==> src/rtl/serial_adder.sv <==
// Bit-serial adder: recovers A = D + B one bit per cycle, LSB first,
// using a single full-adder cell and one carry flop.
module serial_adder #(
    parameter int unsigned WIDTH = 8
) (
    input  logic             clk,
    input  logic             rst,
    input  logic             start,
    input  logic [WIDTH-1:0] d_in,
    input  logic [WIDTH-1:0] b_in,
    output logic [WIDTH-1:0] sum,
    output logic             cout,
    output logic             busy,
    output logic             done
);

    localparam int unsigned CNT_W = $clog2(WIDTH + 1);

    typedef enum logic [1:0] {
        IDLE  = 2'd0,
        SHIFT = 2'd1,
        DONE  = 2'd2
    } state_t;

    state_t             state_q, state_d;
    logic [WIDTH-1:0]   a_q, a_d;
    logic [WIDTH-1:0]   b_q, b_d;
    logic [WIDTH-1:0]   res_q, res_d;
    logic [CNT_W-1:0]   cnt_q, cnt_d;
    logic               carry_q, carry_d;
    logic [WIDTH-1:0]   sum_q, sum_d;
    logic               cout_q, cout_d;
    logic               busy_q, busy_d;
    logic               done_q, done_d;

    logic               s_bit;
    logic               c_next;
    logic [WIDTH-1:0]   res_shift;

    // Single full-adder cell on the operand LSBs and the stored carry
    always_comb begin
        s_bit     = a_q[0] ^ b_q[0] ^ carry_q;
        c_next    = (a_q[0] & b_q[0]) | (carry_q & (a_q[0] ^ b_q[0]));
        res_shift = {s_bit, res_q[WIDTH-1:1]};
    end

    // Next-state and datapath control; the final shift edge publishes the result
    always_comb begin
        state_d = state_q;
        a_d     = a_q;
        b_d     = b_q;
        res_d   = res_q;
        cnt_d   = cnt_q;
        carry_d = carry_q;
        sum_d   = sum_q;
        cout_d  = cout_q;
        busy_d  = 1'b0;
        done_d  = 1'b0;

        case (state_q)
            IDLE: begin
                if (start) begin
                    a_d     = d_in;
                    b_d     = b_in;
                    res_d   = '0;
                    cnt_d   = '0;
                    carry_d = 1'b0;
                    busy_d  = 1'b1;
                    state_d = SHIFT;
                end
            end
            SHIFT: begin
                res_d   = res_shift;
                a_d     = a_q >> 1;
                b_d     = b_q >> 1;
                carry_d = c_next;
                cnt_d   = cnt_q + CNT_W'(1);
                busy_d  = 1'b1;
                if (cnt_q == CNT_W'(WIDTH - 1)) begin
                    sum_d   = res_shift;
                    cout_d  = c_next;
                    busy_d  = 1'b0;
                    done_d  = 1'b1;
                    state_d = DONE;
                end
            end
            DONE: begin
                state_d = IDLE;
            end
            default: begin
                state_d = IDLE;
            end
        endcase
    end

    // State and datapath registers with synchronous reset
    always_ff @(posedge clk) begin
        if (rst) begin
            state_q <= IDLE;
            a_q     <= '0;
            b_q     <= '0;
            res_q   <= '0;
            cnt_q   <= '0;
            carry_q <= 1'b0;
            sum_q   <= '0;
            cout_q  <= 1'b0;
            busy_q  <= 1'b0;
            done_q  <= 1'b0;
        end else begin
            state_q <= state_d;
            a_q     <= a_d;
            b_q     <= b_d;
            res_q   <= res_d;
            cnt_q   <= cnt_d;
            carry_q <= carry_d;
            sum_q   <= sum_d;
            cout_q  <= cout_d;
            busy_q  <= busy_d;
            done_q  <= done_d;
        end
    end

    assign sum  = sum_q;
    assign cout = cout_q;
    assign busy = busy_q;
    assign done = done_q;

endmodule

==> config.mk <==
export PLATFORM = sky130hd
export DESIGN_NAME = serial_adder
export DESIGN_NICKNAME = d
export VERILOG_FILES = /design/src/rtl/serial_adder.sv
export SDC_FILE = /design/constraint.sdc
export NUM_CORES = 1
export LEC_CHECK = 0
export CAP_MARGIN = 20
export CORE_ASPECT_RATIO = 1.2
export CORE_MARGIN = 1
export CORE_UTILIZATION = 47
export CTS_CLUSTER_SIZE = 20
export DETAILED_ROUTE_END_ITERATION = 8
export PLACE_DENSITY = 0.76
export SYNTH_ARGS = -nofsm -noshare
export SYNTH_HDL_FRONTEND = slang
export SYNTH_SLANG_ARGS = --single-unit
==> constraint.sdc <==
create_clock -name clk -period 1.27 [get_ports clk]
set_input_delay 0.127 -clock clk [delete_from_list [all_inputs] [get_ports clk]]
set_output_delay 0.127 -clock clk [all_outputs]
set_load 0.02 [all_outputs]
==> images/wires.png <==
Only two layers are drawn.
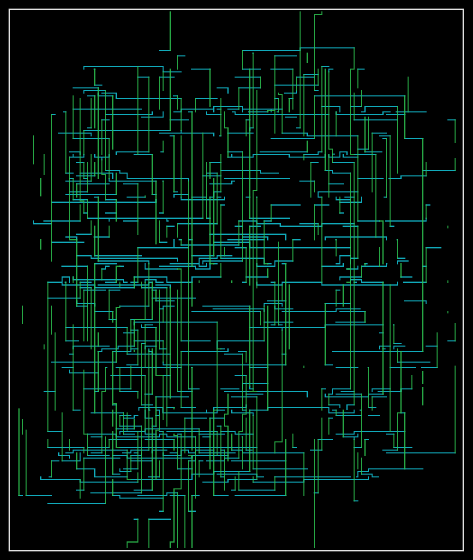
[cyan] metal 1 | wire length: 1,530 um
[green] metal 2 | wire length: 1,790 um
routed via count: 1,461
Wirelength per Cell: 13.7 um
total routed wirelength: 3550 um
Global Route Usage Sum: 20.3%

==> images/clocks.png <==
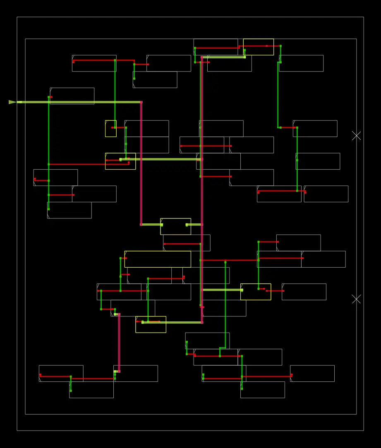
total of clock buffers placed in the layout: 5
clock latency of the later-clocked register in the worst-skew pair: 290 ps
Sink Count: 41
largest clock skew in the final design: 7.25 ps

==> images/flops_by_reg.png <==
Bar = 20 um. Other sequential cells in the stronger gray, the rest of the logic in the fainter gray.
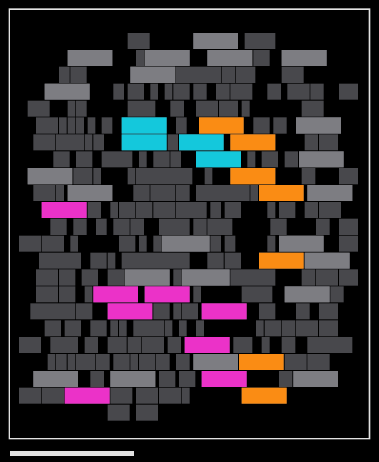
[orange] res_q | placed flops: 7
[cyan] cnt_q | placed flops: 4
[magenta] b_q | placed flops: 8
not colored: 22
register share of the cell area: 36.1%
fin util: 66.0%

==> images/io_placement.png <==
Pins as bars across the die edge, other pins in gray.
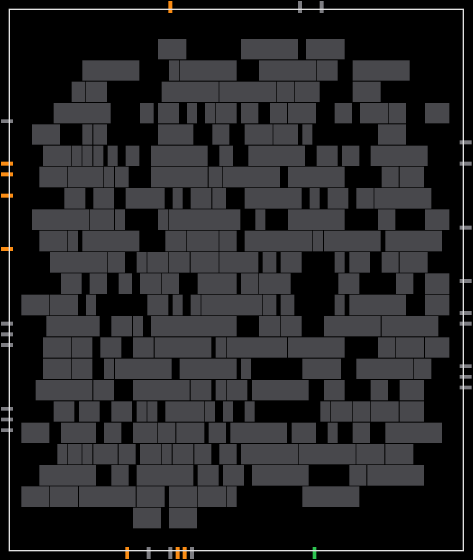
[green] busy | pins: 1 | direction: output | edge: bottom
[orange] d_in | pins: 8 | direction: input | edge: 4 left, 3 bottom, 1 top
PortBufs: 29
horizontal die size: 57.8 um

==> images/logic_types.png <==
Bar = 20 um.
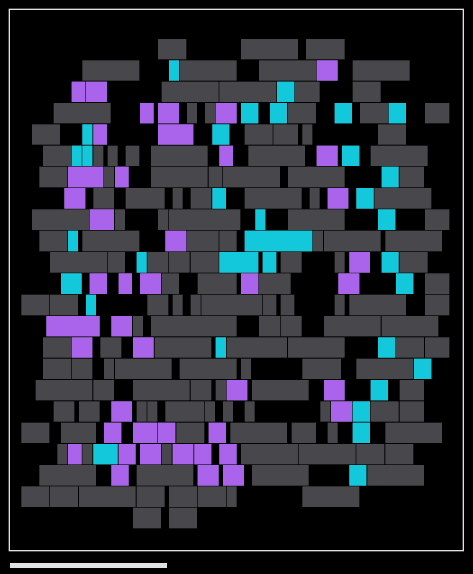
[cyan] NAND gates | cells: 33 | most used: nand2b_1
[purple] inverting AOI/OAI gates | cells: 43 | most used: a211oi_1
Final Instance Count excl. Fillers: 259
highest-count logic cell in the final layout: sky130_fd_sc_hd__dfxtp_1

==> COMMIT_EDITMSG <==
Update PnR metrics after Yosys + OpenROAD run

- Flip-flop and latch count after synthesis: 41
- Reg2reg end: b_q[5]
- Hold repair after CTS inserted 0 buffers.
* Count of unresolved DRC violations after routing: 2
- Slew at the pin with the worst max-slew slack: 286 ps
* Highest signal layer in the routed design: met4
- The checks that failed: design-rule violations.
- Comb pwr share: 12.4%
* Overall die area: 3980 um^2
- Number of instances on the worst hold path: 3
- Hold path startpoint: d_in[1]
- In this run the worst setup path begins at state_q[1].
- Looking at the power breakdown, the clock network takes 36.8% of the total.
* Post-synthesis cell type with the largest combined area: sky130_fd_sc_hd__dfxtp_1
- Looking at the clock tree report, the maximum root-to-sink buffer count equals 2.
* Comb area leader: simple AND/OR/NAND/NOR gates
- CP endpoint kind: register
- For reference, the final report shows the hold violation count at 0.
- According to the floorplan report, the placeable core area is 3450 um^2.
* Status: finished, violations left
- Place WS: -152 ps
* # fillers: 288
* Post-synthesis cell count from yosys: 181
* Hold Crit Class: input port to register
- The warning tally printed by Yosys for this design is 0.
* Placed Cells: 252
* Share of synthesized cell area in and-or and or-and compound cells: 18.5%
* Final worst slack: 28.4 ps
- The worst register-to-register path begins at state_q[1].
- On the final layout, the worst hold slack is 394 ps.
- Yosys mapped the design onto 35 distinct sky130hd cell types.
- Relative to the synthesized area, the layout overhead comes to 30.0%.
No activity file was given, so power comes from the tool's default toggle rates.
